registers.png
Other sequential cells in the stronger gray, the rest of the logic in the fainter gray.
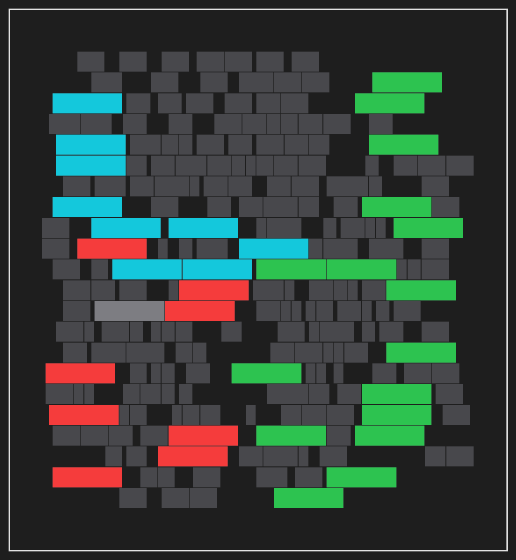
clock_map.png
Bar = 20 um.
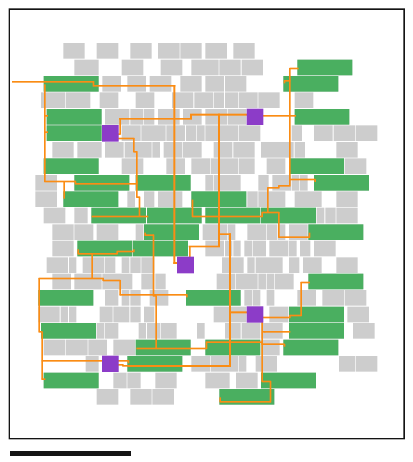
gate_families.png
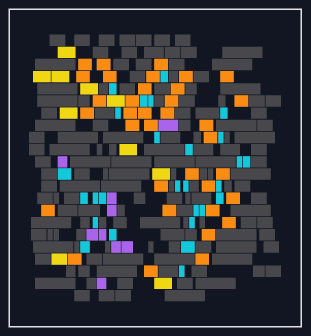
cell_classes.png
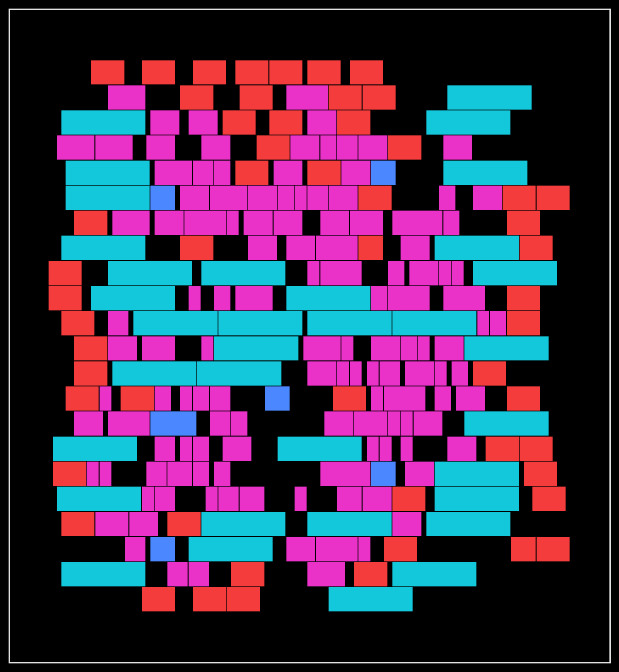
final_clocks.png
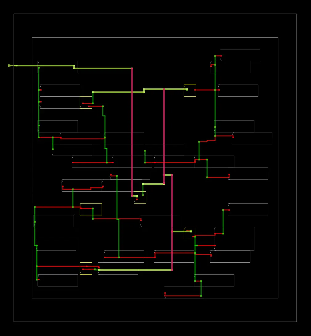
<file path="src/rtl/forward_tracker.sv">
// Forwarding select and load-use stall unit for the lc3b ID/EX stage.
// Latency: fwd_sel/hazard_stall are combinational (0 cycles); tracker and counters update on clk.
// Backpressure: advance=0 freezes the tracker; hazard_stall asks upstream to hold ID/EX and inserts a bubble.
module forward_tracker #(
   parameter int NUM_SRC    = 3,
   parameter int NUM_STAGES = 2,
   parameter int LOAD_STAGE = 2,
   parameter int REG_W      = 3,
   parameter int SEL_W      = $clog2(NUM_STAGES + 1)
) (
   input  logic                       clk,
   input  logic                       reset_n,
   input  logic                       advance,
   input  logic                       flush,
   input  logic                       issue_valid,
   input  logic                       issue_regwrite,
   input  logic                       issue_is_load,
   input  logic [REG_W-1:0]           issue_dst,
   input  logic [NUM_SRC*REG_W-1:0]   src_reg,
   input  logic [NUM_SRC-1:0]         src_check,
   output logic [NUM_SRC*SEL_W-1:0]   fwd_sel,
   output logic                       hazard_stall,
   output logic [7:0]                 stall_cycles,
   output logic [15:0]                stall_events
);

   // One in-flight producer record; dst/is_load are only meaningful when vld is set.
   typedef struct packed {
      logic             vld;
      logic [REG_W-1:0] dst;
      logic             is_load;
   } entry_t;

   // ent_q[1] is EX/MEM, ent_q[2] is MEM/WB, and so on down the pipe.
   entry_t             ent_q [1:NUM_STAGES];
   entry_t             ins_ent;
   logic [SEL_W-1:0]   sel_a [NUM_SRC];
   logic [NUM_SRC-1:0] use_hit;
   logic               stall_prev;

   // Per operand: scan oldest to youngest so the youngest (lowest k) match overwrites older ones.
   always_comb begin
      sel_a   = '{default: '0};
      use_hit = '0;
      for (int i = 0; i < NUM_SRC; i++) begin
         for (int k = NUM_STAGES; k >= 1; k--) begin
            if (src_check[i] && ent_q[k].vld &&
                (ent_q[k].dst == src_reg[i*REG_W +: REG_W])) begin
               sel_a[i]   = SEL_W'(k);
               use_hit[i] = ent_q[k].is_load && (k < LOAD_STAGE);
            end
         end
      end
   end

   // A stall request from any operand holds the whole ID/EX instruction.
   assign hazard_stall = |use_hit;

   genvar g;
   generate
      for (g = 0; g < NUM_SRC; g++) begin : g_sel
         assign fwd_sel[g*SEL_W +: SEL_W] = sel_a[g];
      end
   endgenerate

   // Stalled or flushed issues enter the tracker as bubbles; non-writers are never tracked.
   always_comb begin
      ins_ent         = '0;
      ins_ent.vld     = issue_valid && issue_regwrite && !flush && !hazard_stall;
      ins_ent.dst     = issue_dst;
      ins_ent.is_load = issue_is_load;
   end

   // Tracker shift register: moves only when the pipeline advances, oldest entry drops off.
   always_ff @(posedge clk or negedge reset_n) begin
      if (!reset_n) begin
         for (int k = 1; k <= NUM_STAGES; k++) begin
            ent_q[k] <= '0;
         end
      end else if (advance) begin
         ent_q[1] <= ins_ent;
         for (int k = 2; k <= NUM_STAGES; k++) begin
            ent_q[k] <= ent_q[k-1];
         end
      end
   end

   // Stall run length (saturating) and run count (wrapping), counted every clock regardless of advance.
   always_ff @(posedge clk or negedge reset_n) begin
      if (!reset_n) begin
         stall_cycles <= '0;
         stall_events <= '0;
         stall_prev   <= 1'b0;
      end else begin
         if (hazard_stall) begin
            if (stall_cycles != 8'hFF) begin
               stall_cycles <= stall_cycles + 8'd1;
            end
         end else begin
            stall_cycles <= '0;
         end
         if (hazard_stall && !stall_prev) begin
            stall_events <= stall_events + 16'd1;
         end
         stall_prev <= hazard_stall;
      end
   end

endmodule

</file>
<file path="config.mk">
export PLATFORM = sky130hd
export DESIGN_NAME = forward_tracker
export DESIGN_NICKNAME = d
export VERILOG_FILES = /design/src/rtl/forward_tracker.sv
export SDC_FILE = /design/constraint.sdc
export NUM_CORES = 1
export LEC_CHECK = 0
export CAP_MARGIN = 20
export CORE_ASPECT_RATIO = 1.1
export CORE_MARGIN = 4
export CORE_UTILIZATION = 50
export CTS_CLUSTER_DIAMETER = 120
export CTS_CLUSTER_SIZE = 24
export DETAILED_ROUTE_END_ITERATION = 7
export MAX_ROUTING_LAYER = met4
export PLACE_DENSITY = 0.84
export SYNTH_ARGS = -nofsm -noshare
export SYNTH_HDL_FRONTEND = slang
export SYNTH_SLANG_ARGS = --single-unit
</file>
<file path="constraint.sdc">
create_clock -name clk -period 5.5 [get_ports clk]
set_clock_uncertainty 0.2 [all_clocks]
set_input_delay 1.1 -clock clk [delete_from_list [all_inputs] [get_ports clk]]
set_output_delay 1.1 -clock clk [all_outputs]
set_load 0.02 [all_outputs]
</file>
==> flow_metrics.tcl <==
# implementation run metrics
set metrics [dict create \
    status "complete, no violations" \
    xor_share 0.172 \
    yosysUniqueCellTypes 32 \
    grt_pass1_vias 1496 \
    drv_slew 0 \
    die_area_um2 4590 \
    peakVddDrop_mv 0.177 \
    aoi_share 0.0413 \
    comb_area_frac 0.377 \
    p_sw_frac 0.278 \
    drive_above_1_share 0.123 \
    ctsHtreeMaxLevel 2 \
    use_met3 0.0603 \
    yosys-stat-cells 162 \
    routed.top_layer "met4" \
    area_leaders "dfrtp_1 48%, xor2_1 15%, mux2_2 5.0%, nor4_2 4.2%, nand2_1 2.9%" \
    cp_top_family "buffers and inverters" \
    power.switching_w 0.000143 \
    fin_crit_ps 4570 \
    hold_end "stall_events[15]" \
    power.leakage_nw 1.06 \
    clkTransAtPathRegs_ps 90 \
    syn_inst 162 \
    combPwrFrac 0.181 \
    p_total_w 0.000516 \
    yosys.area_share.simple 0.223 \
    grt_first_pass_wirelength_um 7000 \
    path_class "primary input to output port" \
    antenna_cells 0 \
    hold_depth 1 \
    tool_warnings 26 \
    worstHoldStart "stall_events[15]" \
    clockRootBuffer "clkbuf_4" \
    globalRouteTotalUtil 0.203 \
    wl_met2_um 2160 \
    logic_family "simple AND/OR/NAND/NOR gates" \
    grt_max_degree 35 \
    ioPinCount 53 \
    dominant_cells "multi-input combinational cells" \
    top_usage_layer "met2" \
    ys_chip_area_um2 1790 \
    drv_cap 0 \
    ys_sh_adder 0.0140 \
    clock_path_buffers 2 \
    drc_errors 0 \
    synthesis.nets 186 \
    ant_nets 0 \
    setup_viol 0 \
    fillers 266 \
    yosysWarnings 0 \
    die_w_um 65.0 \
    setup_tns_ps 0 \
    placed_cells 262 \
    antenna_found_initial 0 \
    seqPwrFrac 0.552 \
    dr.pass1.iters 4 \
    met1_usage 0.225 \
    vias 1446 \
    most_common_cell "dfrtp_1" \
    final-clk-cell-share 0.0212 \
    syn_area_um2 1790 \
    fin_ws_ps 934 \
    post_cts_buffers 0 \
    area_growth_pct 35.7 \
    cts_resized 0 \
    io_buffers 52 \
    drt-vias-per-instance 5.40 \
    grt_overflow 0 \
]
Notes on registers.png above:
- green: stall_events (flops 16)
- cyan: ent_q (flops 9; where middle left)
- red: stall_cycles (flops 8)
- not colored: 1
Layout Utilization: 0.716
fraction of area in registers: 0.351
Flop area: 851 um^2
seq pwr: 0.000285 W

Notes on clock_map.png above:
- orange: clock wires (length 458 um)
- purple: cells driving clock nets (count 5)
- green: flip-flops (count 34)
- routed clock nets: 6
clk ins delay skew pair: 350 ps
clk pwr: 0.000138 W

Notes on gate_families.png above:
- cyan: NAND gates (cells 27; most used nand2_1)
- purple: inverting AOI/OAI gates (cells 9; most used a31oi_1)
- yellow: multiplexers (cells 10; most used mux2_2)
- orange: XOR/XNOR gates (cells 35; most used xor2_1)

Notes on cell_classes.png above:
- red: other buffers and delay cells (cells 54)
- cyan: flops (cells 34)
- magenta: all other logic (cells 126)
- blue: clock drivers and dummy loads (cells 6)
core area: 3390 um^2
final instance area: 2420 um^2
number of cell rows: 22

Notes on final_clocks.png above:
CTS Sinks: 34
flip-flops: 34
Clock Buffer Count: 6
total CTS buffers: 5

[flip-flops by register name (all words and copies together), names as in the netlist]
signal,flops
ent_q,9
stall_prev,1
stall_events,16
stall_cycles,8
[cell usage in the layout, fill, tap and decap left out, types with 2 or more instances in the layout]
cell type        synthesis  final
inv_1                    2      2
clkdlybuf4s50_1          0     52
a31oi_1                  4      4
and3_1                   5      5
xnor2_1                  4      4
dfrtp_1                 34     34
nor3_1                   7      7
nor4_1                   3      3
ha_1                     2      2
mux2_2                   8      8
nand3_1                 10     10
nor4_2                   6      6
clkbuf_4                 0      5
nor2_1                  12     12
nand2_1                 14     14
xor2_1                  31     31
nor4b_2                  2      2
buf_4                    0      2
nand4b_1                 2      2
Power and IR drop assume default switching activity.
